File: src/rtl/mac_seq_pkg.sv
// Shared definitions for the MAC job sequencer.
//   - mac_seq_state_t : controller FSM state encoding
//   - DATA_W / ACC_W / LEN_W : default operand, accumulator and pair-count widths
//   - MAC_LAT : default MAC pipeline latency (mac_en beat -> visible on mac_acc)
//   - drain_cycles() : length of the post-stream wait for a given MAC latency
package mac_seq_pkg;

  localparam int DATA_W  = 16;
  localparam int ACC_W   = 32;
  localparam int LEN_W   = 8;
  localparam int MAC_LAT = 2;

  typedef enum logic [2:0] {
    ST_IDLE   = 3'd0,
    ST_CLEAR  = 3'd1,
    ST_STREAM = 3'd2,
    ST_DRAIN  = 3'd3,
    ST_DONE   = 3'd4
  } mac_seq_state_t;

  // The last operand leaves the controller's operand register one cycle after
  // its handshake, then needs mac_lat more cycles inside the MAC.
  function automatic int drain_cycles(input int mac_lat);
    return mac_lat + 1;
  endfunction

endpackage

File: src/rtl/mac_seq_drain_timer.sv
// Loadable down-counter that produces a one-cycle registered done pulse.
// Loading value N makes done high in the (N+1)-th cycle after the load edge,
// so a wait of C cycles is obtained by loading C-1.
// Ports:
//   clk      in  clock, rising edge
//   rst      in  synchronous active-high reset
//   load     in  start a new count
//   load_val in  W  count start value
//   done     out 1-cycle pulse in the final cycle of the wait
module mac_seq_drain_timer
  import mac_seq_pkg::*;
#(
  parameter int W = 2
) (
  input  logic         clk,
  input  logic         rst,
  input  logic         load,
  input  logic [W-1:0] load_val,
  output logic         done
);

  logic [W-1:0] count_r;

  // Count down from the loaded value; done marks the cycle the count is zero.
  always_ff @(posedge clk) begin
    if (rst) begin
      count_r <= {W{1'b0}};
      done    <= 1'b0;
    end else if (load) begin
      count_r <= load_val;
      done    <= (load_val == {W{1'b0}});
    end else if (count_r != {W{1'b0}}) begin
      count_r <= count_r - W'(1);
      done    <= (count_r == W'(1));
    end else begin
      count_r <= count_r;
      done    <= 1'b0;
    end
  end

endmodule

File: src/rtl/mac_seq_ctrl.sv
// Job sequencer for the pipelined 16x16->32 MAC datapath.
// Accepts a dot-product command (pair count), clears the MAC, streams operand
// pairs into it, waits out the MAC latency and returns the final accumulator.
// Build option: define MAC_SEQ_PERF_EN to build the saturating stall counter
// behind perf_stall; otherwise perf_stall is a constant zero.
// Ports:
//   clk, rst             clock (rising edge), synchronous active-high reset
//   cmd_valid/ready/len  command handshake, len = number of pairs (0 legal)
//   op_valid/ready/a/b   operand pair handshake (unsigned operands)
//   mac_clr, mac_en      MAC accumulator clear / operand beat valid
//   mac_a, mac_b         registered operands to the MAC
//   mac_acc              MAC accumulator output
//   res_valid/ready/data result handshake, data = captured accumulator
//   busy                 controller not idle
//   perf_stall           STREAM cycles with op_valid low (saturating)
module mac_seq_ctrl #(
  parameter int DATA_W  = mac_seq_pkg::DATA_W,
  parameter int ACC_W   = mac_seq_pkg::ACC_W,
  parameter int LEN_W   = mac_seq_pkg::LEN_W,
  parameter int MAC_LAT = mac_seq_pkg::MAC_LAT
) (
  input  logic              clk,
  input  logic              rst,
  input  logic              cmd_valid,
  output logic              cmd_ready,
  input  logic [LEN_W-1:0]  cmd_len,
  input  logic              op_valid,
  output logic              op_ready,
  input  logic [DATA_W-1:0] op_a,
  input  logic [DATA_W-1:0] op_b,
  output logic              mac_clr,
  output logic              mac_en,
  output logic [DATA_W-1:0] mac_a,
  output logic [DATA_W-1:0] mac_b,
  input  logic [ACC_W-1:0]  mac_acc,
  output logic              res_valid,
  input  logic              res_ready,
  output logic [ACC_W-1:0]  res_data,
  output logic              busy,
  output logic [15:0]       perf_stall
);

  import mac_seq_pkg::*;

  localparam int DRAIN_CYC = drain_cycles(MAC_LAT);
  localparam int TMR_W     = $clog2(DRAIN_CYC + 1);
  localparam logic [TMR_W-1:0] DRAIN_LOAD = TMR_W'(DRAIN_CYC - 1);

  mac_seq_state_t   state_r;
  logic [LEN_W-1:0] remaining_r;
  logic             op_hs_s;
  logic             drain_load_s;
  logic             drain_done_s;

  assign op_hs_s = op_valid && op_ready && (state_r == ST_STREAM);

  // Start the drain wait on the edge that enters DRAIN (from CLEAR or last beat).
  always_comb begin
    drain_load_s = 1'b0;
    case (state_r)
      ST_CLEAR: begin
        if (remaining_r == {LEN_W{1'b0}}) begin
          drain_load_s = 1'b1;
        end else begin
          drain_load_s = 1'b0;
        end
      end
      ST_STREAM: begin
        if (op_hs_s && (remaining_r == LEN_W'(1))) begin
          drain_load_s = 1'b1;
        end else begin
          drain_load_s = 1'b0;
        end
      end
      default: drain_load_s = 1'b0;
    endcase
  end

  mac_seq_drain_timer #(
    .W (TMR_W)
  ) u_drain_timer (
    .clk      (clk),
    .rst      (rst),
    .load     (drain_load_s),
    .load_val (DRAIN_LOAD),
    .done     (drain_done_s)
  );

  // Controller FSM; every output is registered alongside the state change
  // so it is valid in the same cycle as the state it belongs to.
  always_ff @(posedge clk) begin
    if (rst) begin
      state_r     <= ST_IDLE;
      remaining_r <= {LEN_W{1'b0}};
      cmd_ready   <= 1'b0;
      op_ready    <= 1'b0;
      mac_clr     <= 1'b0;
      mac_en      <= 1'b0;
      mac_a       <= {DATA_W{1'b0}};
      mac_b       <= {DATA_W{1'b0}};
      res_valid   <= 1'b0;
      res_data    <= {ACC_W{1'b0}};
      busy        <= 1'b0;
    end else begin
      // Single-cycle strobes; only the branches below raise them.
      mac_clr <= 1'b0;
      mac_en  <= 1'b0;
      case (state_r)
        ST_IDLE: begin
          if (cmd_valid && cmd_ready) begin
            remaining_r <= cmd_len;
            state_r     <= ST_CLEAR;
            cmd_ready   <= 1'b0;
            mac_clr     <= 1'b1;
            busy        <= 1'b1;
          end else begin
            // Covers the first idle cycle after reset.
            cmd_ready <= 1'b1;
          end
        end
        ST_CLEAR: begin
          if (remaining_r != {LEN_W{1'b0}}) begin
            state_r  <= ST_STREAM;
            op_ready <= 1'b1;
          end else begin
            state_r <= ST_DRAIN;
          end
        end
        ST_STREAM: begin
          if (op_hs_s) begin
            mac_a       <= op_a;
            mac_b       <= op_b;
            mac_en      <= 1'b1;
            remaining_r <= remaining_r - LEN_W'(1);
            if (remaining_r == LEN_W'(1)) begin
              state_r  <= ST_DRAIN;
              op_ready <= 1'b0;
            end
          end
        end
        ST_DRAIN: begin
          if (drain_done_s) begin
            res_data  <= mac_acc;
            res_valid <= 1'b1;
            state_r   <= ST_DONE;
          end
        end
        ST_DONE: begin
          if (res_ready) begin
            res_valid <= 1'b0;
            busy      <= 1'b0;
            cmd_ready <= 1'b1;
            state_r   <= ST_IDLE;
          end
        end
        default: begin
          state_r   <= ST_IDLE;
          cmd_ready <= 1'b0;
          op_ready  <= 1'b0;
          res_valid <= 1'b0;
          busy      <= 1'b0;
        end
      endcase
    end
  end

`ifdef MAC_SEQ_PERF_EN
  logic [15:0] stall_cnt_r;

  // Saturating count of STREAM cycles in which the producer had nothing to offer.
  always_ff @(posedge clk) begin
    if (rst) begin
      stall_cnt_r <= 16'd0;
    end else if ((state_r == ST_STREAM) && !op_valid && (stall_cnt_r != 16'hFFFF)) begin
      stall_cnt_r <= stall_cnt_r + 16'd1;
    end else begin
      stall_cnt_r <= stall_cnt_r;
    end
  end

  assign perf_stall = stall_cnt_r;
`else
  assign perf_stall = 16'd0;
`endif

endmodule

File: config.mk
export PLATFORM = sky130hd
export DESIGN_NAME = mac_seq_ctrl
export DESIGN_NICKNAME = d
export VERILOG_FILES = /design/src/rtl/mac_seq_pkg.sv /design/src/rtl/mac_seq_drain_timer.sv /design/src/rtl/mac_seq_ctrl.sv
export SDC_FILE = /design/constraint.sdc
export NUM_CORES = 1
export LEC_CHECK = 0
export CORE_MARGIN = 5
export CORE_UTILIZATION = 33
export DETAILED_ROUTE_END_ITERATION = 6
export PLACE_DENSITY = 0.73
export SLEW_MARGIN = 20
export SYNTH_ARGS = -nofsm -noshare
export SYNTH_HDL_FRONTEND = slang
export SYNTH_SLANG_ARGS = --single-unit
File: constraint.sdc
create_clock -name clk -period 2.1 [get_ports clk]
set_input_delay 0.42 -clock clk [delete_from_list [all_inputs] [get_ports clk]]
set_output_delay 0.42 -clock clk [all_outputs]
set_load 0.05 [all_outputs]
Met1 routing:
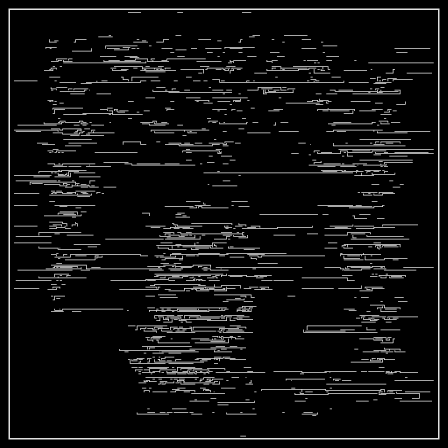
- longest straight run: 39.1 µm
- nets with wire on the layer: 566
- wire length on this layer: 4120 µm
- main direction: horizontal
- share of all routed wire: 43%
met1 usage: 0.185
total vias in the final route: 3364

M2 wires:
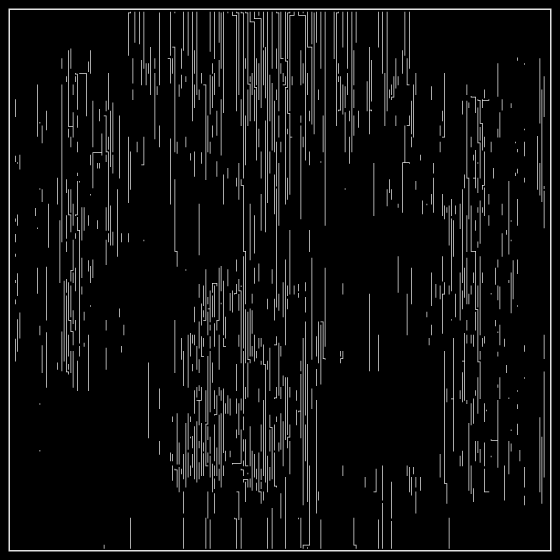
- longest straight run: 44.4 µm
- nets with wire on the layer: 519
- wire length on this layer: 4470 µm
- main direction: vertical
met2 track utilization from global routing: 0.244
Detailed Route WL: 9600 µm

==> results.ini <==
[grt]
gr-total-overflow=0
grt_use_total=0.150
grt_antenna_before_repair=0

[die]
io_pins=163
initial_core_util=0.336
nWellTaps=136

[cells_and_area]
fin_nets=657
flops=84
nMultiInputCombCells=317
final-comb-area_um2=1560
final_area_um2=5190
clock_buffers=9
syn2layout_area_growth_pct=50.2
regMostFlops=res_data
instances_no_fill=716

[logic_synthesis]
ys_sh_simple=0.245
ys_types=45
yosys_warnings=0
synth.largest_area_cell=dfxtp_1
synth_top_flop_cell=dfxtp_1

[routing]
routed-wl-met3_um=807
ant_nets=0
top_layer=met4
wl_met2_um=4470
drt-initial-drc-count=230
drcViolationCount=0

[timing]
report.final.slew_viol_count=0
period_used_share=0.939
setup_slack_ns=0.129
post-route-min-period_ns=1.97

[clock_network]
clk_pin_slew_ns=0.08
clock-sinks=84

[critical_path]
startpoint_type=flop
r2r_end=mac_a[5]
setup.worst_path.end=res_valid
critPathLaunch=res_valid
critPathSlowestCell=clkdlybuf4s50_1

[status]
status=finished, final reports clean

[pwr]
combPwrFrac=0.245
seq_power_w=0.00179
swShare=0.308
seqPwrFrac=0.450

[hold_path]
timing.hold.worst.class=reg -> reg

